===== src/rtl/riscv_pkg.sv =====
// Shared RV32I definitions for the R-type execution sequencer: opcodes, ALU function codes,
// sequencer states and the R-type legality check.
package riscv_pkg;

    localparam logic [6:0] OPC_RTYPE  = 7'b0110011;
    localparam logic [6:0] FUNCT7_ALT = 7'b0100000;

    // Encoded as {instr[30], instr[25], instr[14:12]}
    typedef enum logic [4:0] {
        FnAdd  = 5'b00000,
        FnSll  = 5'b00001,
        FnSlt  = 5'b00010,
        FnSltu = 5'b00011,
        FnXor  = 5'b00100,
        FnSrl  = 5'b00101,
        FnOr   = 5'b00110,
        FnAnd  = 5'b00111,
        FnSub  = 5'b10000,
        FnSra  = 5'b10101
    } r_func_e;

    typedef enum logic [2:0] {
        StIdle = 3'd0,
        StRd1  = 3'd1,
        StRd2  = 3'd2,
        StExec = 3'd3,
        StWb   = 3'd4,
        StIll  = 3'd5
    } seq_state_e;

    function automatic logic rtype_legal(input logic [31:0] instr);
        logic [6:0] w_f7;
        logic [2:0] w_f3;
        w_f7 = instr[31:25];
        w_f3 = instr[14:12];
        return (instr[6:0] == OPC_RTYPE) &&
               ((w_f7 == 7'b0) ||
                ((w_f7 == FUNCT7_ALT) && ((w_f3 == 3'b000) || (w_f3 == 3'b101))));
    endfunction

endpackage


===== src/rtl/rtype_exec_seq_decode.sv =====
// Combinational R-type field extraction and legality check.
module rtype_decode
    import riscv_pkg::*;
(
    input  logic [31:0] i_instr,
    output logic [4:0]  o_rs1,
    output logic [4:0]  o_rs2,
    output logic [4:0]  o_rd,
    output r_func_e     o_func,
    output logic        o_legal
);

    always_comb begin
        o_rs1   = i_instr[19:15];
        o_rs2   = i_instr[24:20];
        o_rd    = i_instr[11:7];
        o_func  = r_func_e'({i_instr[30], i_instr[25], i_instr[14:12]});
        o_legal = rtype_legal(i_instr);
    end

endmodule


===== src/rtl/rtype_exec_seq.sv =====
// Multi-cycle R-type sequencer sharing one regfile read port between rs1, rs2 and write-back
// to rd; drives the external combinational R-type ALU and counts retirements.
module rtype_exec_seq
    import riscv_pkg::*;
#(
    parameter int unsigned RETIRE_W = 32
) (
    input  logic                clk,
    input  logic                reset,
    input  logic                instr_valid,
    input  logic [31:0]         instr,
    output logic                instr_ready,
    input  logic                flush,
    output logic [4:0]          rf_raddr,
    input  logic [31:0]         rf_rdata,
    output logic                rf_we,
    output logic [4:0]          rf_waddr,
    output logic [31:0]         rf_wdata,
    output logic [4:0]          alu_func,
    output logic [31:0]         alu_rv1,
    output logic [31:0]         alu_rv2,
    input  logic [31:0]         alu_result,
    output logic                done,
    output logic                illegal,
    output logic [RETIRE_W-1:0] retired_cnt
);

    seq_state_e          r_state, w_state_d;
    logic [31:0]         r_instr, r_op_a, r_op_b, r_res;
    logic [31:0]         r_alu_rv1, r_alu_rv2;
    r_func_e             r_alu_func;
    logic [RETIRE_W-1:0] r_retired_cnt;

    logic [31:0] w_dec_instr, w_op_a_d, w_op_b_d;
    logic [4:0]  w_rs1, w_rs2, w_rd;
    r_func_e     w_func;
    logic        w_legal, w_transfer, w_done;

    // In IDLE the incoming word is judged; afterwards fields come from the latched word.
    assign w_dec_instr = (r_state == StIdle) ? instr : r_instr;

    rtype_decode u_decode (
        .i_instr (w_dec_instr),
        .o_rs1   (w_rs1),
        .o_rs2   (w_rs2),
        .o_rd    (w_rd),
        .o_func  (w_func),
        .o_legal (w_legal)
    );

    assign instr_ready = (r_state == StIdle) && !flush;
    assign w_transfer  = instr_valid && instr_ready;
    assign w_done      = (r_state == StWb) && !flush && !reset;

    assign done        = w_done;
    assign rf_we       = w_done && (w_rd != 5'd0);
    assign illegal     = (r_state == StIll) && !reset;
    assign rf_waddr    = (r_state == StWb) ? w_rd : 5'd0;
    assign rf_wdata    = (r_state == StWb) ? r_res : 32'd0;
    assign alu_func    = r_alu_func;
    assign alu_rv1     = r_alu_rv1;
    assign alu_rv2     = r_alu_rv2;
    assign retired_cnt = r_retired_cnt;

    always_comb begin
        w_state_d = r_state;
        w_op_a_d  = r_op_a;
        w_op_b_d  = r_op_b;
        rf_raddr  = 5'd0;
        case (r_state)
            StIdle: if (w_transfer) w_state_d = w_legal ? StRd1 : StIll;
            StRd1: begin
                rf_raddr = w_rs1;
                w_op_a_d = rf_rdata;
                if (w_rs1 == w_rs2) begin
                    w_op_b_d  = rf_rdata;
                    w_state_d = StExec;
                end else begin
                    w_state_d = StRd2;
                end
            end
            StRd2: begin
                rf_raddr  = w_rs2;
                w_op_b_d  = rf_rdata;
                w_state_d = StExec;
            end
            StExec:  w_state_d = StWb;
            StWb:    w_state_d = StIdle;
            StIll:   w_state_d = StIdle;
            default: w_state_d = StIdle;
        endcase
        if (flush) w_state_d = StIdle;
    end

    always_ff @(posedge clk) begin
        if (reset) begin
            r_state       <= StIdle;
            r_instr       <= 32'd0;
            r_op_a        <= 32'd0;
            r_op_b        <= 32'd0;
            r_res         <= 32'd0;
            r_alu_rv1     <= 32'd0;
            r_alu_rv2     <= 32'd0;
            r_alu_func    <= FnAdd;
            r_retired_cnt <= '0;
        end else begin
            r_state <= w_state_d;
            r_op_a  <= w_op_a_d;
            r_op_b  <= w_op_b_d;
            if (w_transfer) r_instr <= instr;
            if (r_state == StExec) r_res <= alu_result;
            // ALU operands only change on entry to EXEC so they hold between instructions.
            if (w_state_d == StExec) begin
                r_alu_rv1  <= w_op_a_d;
                r_alu_rv2  <= w_op_b_d;
                r_alu_func <= w_func;
            end
            if (w_done) r_retired_cnt <= r_retired_cnt + 1'b1;
        end
    end

endmodule

===== config.mk =====
export PLATFORM = sky130hd
export DESIGN_NAME = rtype_exec_seq
export DESIGN_NICKNAME = d
export VERILOG_FILES = /design/src/rtl/riscv_pkg.sv /design/src/rtl/rtype_exec_seq_decode.sv /design/src/rtl/rtype_exec_seq.sv
export SDC_FILE = /design/constraint.sdc
export NUM_CORES = 1
export LEC_CHECK = 0
export CAP_MARGIN = 20
export CORE_MARGIN = 2
export CORE_UTILIZATION = 35
export CTS_CLUSTER_DIAMETER = 100
export DETAILED_ROUTE_END_ITERATION = 7
export SLEW_MARGIN = 20
export SYNTH_ARGS = -nofsm -noshare
export SYNTH_HDL_FRONTEND = slang
export SYNTH_SLANG_ARGS = --single-unit
export TNS_END_PERCENT = 20

===== constraint.sdc =====
create_clock -name clk -period 1.9 [get_ports clk]
set_input_delay 0.38 -clock clk [delete_from_list [all_inputs] [get_ports clk]]
set_output_delay 0.38 -clock clk [all_outputs]
set_load 0.01 [all_outputs]

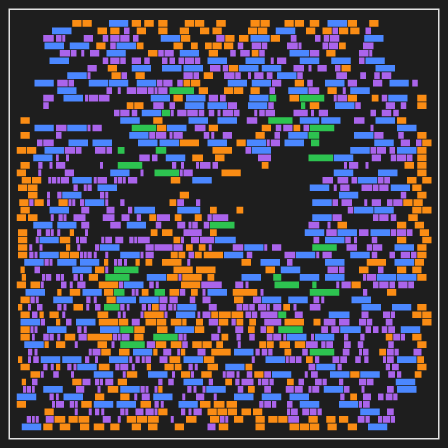
(images/class_map.png)
class	colour	cells	share of their area
remaining buffers and delay cells	orange	323	27%
clock drivers and dummy loads	green	32	5.0%
remaining logic cells	purple	628	35%
registers	blue	188	32%

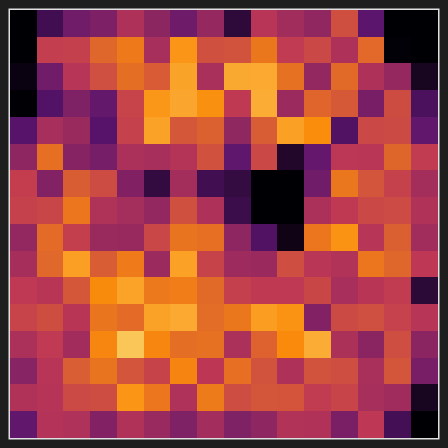
(images/util_map.png)
16 x 16 tiles, from black (low) to pale yellow (high), 0 to 100% covered.
nearly empty tiles	4.7%
fullest tile	88%
tiles over 75% full	8.6%
mean over tiles	48%

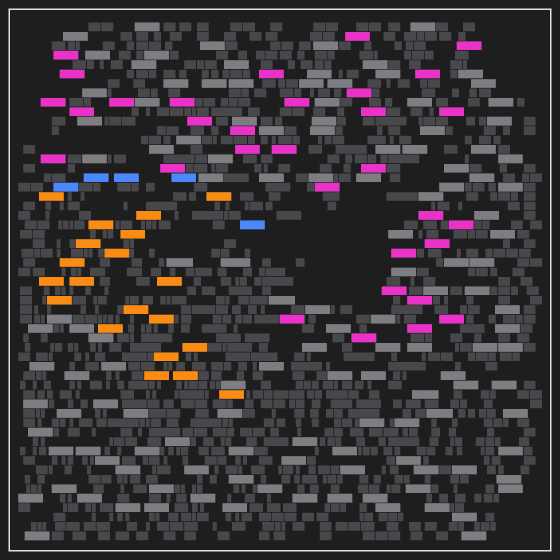
(images/ff_map.png)
Other sequential cells in the stronger grey, the rest of the logic in the fainter grey.
name in the netlist	colour	sequential cells
r_instr	orange	20
alu_rv1	magenta	32
alu_func	blue	5
not coloured	131

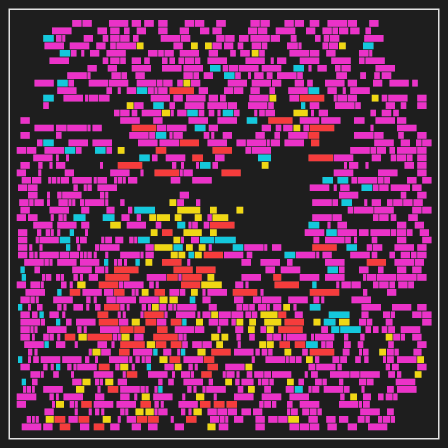
(images/sizing.png)
size	colour	cells	share
x2	cyan	71	6.1%
x6 and larger	red	78	6.7%
x3 and x4	yellow	92	7.9%
x1 and smaller	magenta	930	79%
Setup WS post-layout: -0.155 ns
final design area excluding fillers: 0.0121 mm²

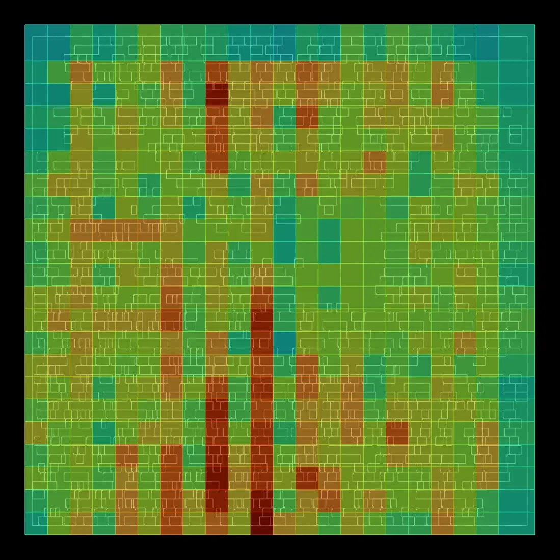
(images/congestion_map.png)
most heavily used metal layer in global routing: met2
GRT Resource Usage Total: 0.179
met3 GRT Util: 0.0494
global-route track usage on met2: 0.294

==> notes.md <==
The synthesis and PnR run went through. The flow ran to the end, but the final reports show violations. The checks that failed: setup timing. For the worst-skew pair, the clock arrives at the later sink with an insertion delay of 0.44 ns. In the layout the commonest cells are 197 x sky130_fd_sc_hd__clkdlybuf4s50_1, 183 x sky130_fd_sc_hd__dfxtp_1, 115 x sky130_fd_sc_hd__nand2_1, 72 x sky130_fd_sc_hd__a21oi_1, 68 x sky130_fd_sc_hd__mux2i_1. Required time of the worst setup path landed at 1.52 ns. Combinational cell area excluding buffers and inverters landed at 0.00415 mm². From synthesis to final layout, the design area changed by 50.2%.

By area the synthesized netlist is led by sky130_fd_sc_hd__dfxtp_1 47%, sky130_fd_sc_hd__mux2i_1 8.6%, sky130_fd_sc_hd__nand2_1 5.3%. Portion of total power attributed to combinational logic landed at 0.080. Post-route minimum period landed at 2.05 ns. The critical path in the final layout is reported with a setup slack of -0.155 ns.

Non-clock buffer count in the final layout landed at roughly 320. Of the total power, the clock network draws 0.435. According to the floorplan log, the row count is 55. The report lists the cells along the critical path as or4_1, o31a_1, buf_2.

Of the total power, the share spent switching nets is 0.242. Setup repair after global routing could not meet its margin everywhere. The placement stage leaves a total instance area of 0.0112 mm². Detailed-router iteration count before antenna repair landed at 4. Once detailed placement completed, the half-perimeter wirelength came to 15.2 mm.

Port buffering added 246 buffers. The share of the core area taken by cells at floorplan is 0.356. Post-synth the commonest register cell is sky130_fd_sc_hd__dfxtp_1. Per the placement report, the placed cell count is ~1400. Note that the worst hold path type here is reg -> reg.

Setup slack on the worst reg-to-reg path comes out at 0 ns. Signal nets in the final route climb as high as met5. Per the synthesis report, the adder-cell share of the synthesized area is 0.00155. Logic gate fraction of the total cell area landed at 0.343.

Clock tree synthesis inserted a total of 17 buffers. For this design the total switching power over the nets is 0.00201 W. The worst setup path is captured at a primary output. Registers represent a cell area share of 0.311. Met1 routed wirelength after detailed routing landed at 10.0 mm. The critical path is of the reg -> out type.

Measured slew at the worst slew-check pin landed at 0.639 ns. Chip area in the Yosys report landed at 0.00807 mm². Averaged over all synthesized cells, the footprint is slightly above 9 µm². Hold violation count in the final report landed at 0. Synthesized instance count landed at 890. Critical path data arrival time landed at 1.67 ns.

Count of max-cap constraint violations landed at 0. Post-synthesis share of cell area spent on xor and xnor gates landed at 0.0174. In the routed layout, each cell is associated on average with a via count of 4.72.

Following the worst setup path forward leads to its endpoint at rf_we. Part of the total power dissipated in sequential elements landed at 0.485. Per the final report, max-transition violations number 0. Amount of wire on met3 after detailed routing landed at 1.17 mm. Share of the clock period used by the worst path landed at 1.08. The critical path's slowest stage uses the library cell sky130_fd_sc_hd__or4_1. The highest supply drop recorded on VDD is between 0.5 and 0.6 mV. The clock drives 188 sinks. Entering global routing, the biggest net connects 124 pins.

Fraction of layout instances using a drive strength above 1 landed at 0.206. Worst-case headroom to the max-slew limit landed at 0.574. The fraction of final cell area spent on non-clock buffers in this run is 0.267. The final report lists the setup-violating endpoint count as 44.

The routed layout has roughly 6900 vias. For hold timing, the worst endpoint is r_res[29]. The launch point of the worst register-to-register path is recorded as r_state[0]. By count the netlist is led by 188 x sky130_fd_sc_hd__dfxtp_1, 115 x sky130_fd_sc_hd__nand2_1, 74 x sky130_fd_sc_hd__a21oi_1, 69 x sky130_fd_sc_hd__mux2i_1, 66 x sky130_fd_sc_hd__nand2b_1.
Power is estimated from default activity; no workload was simulated.
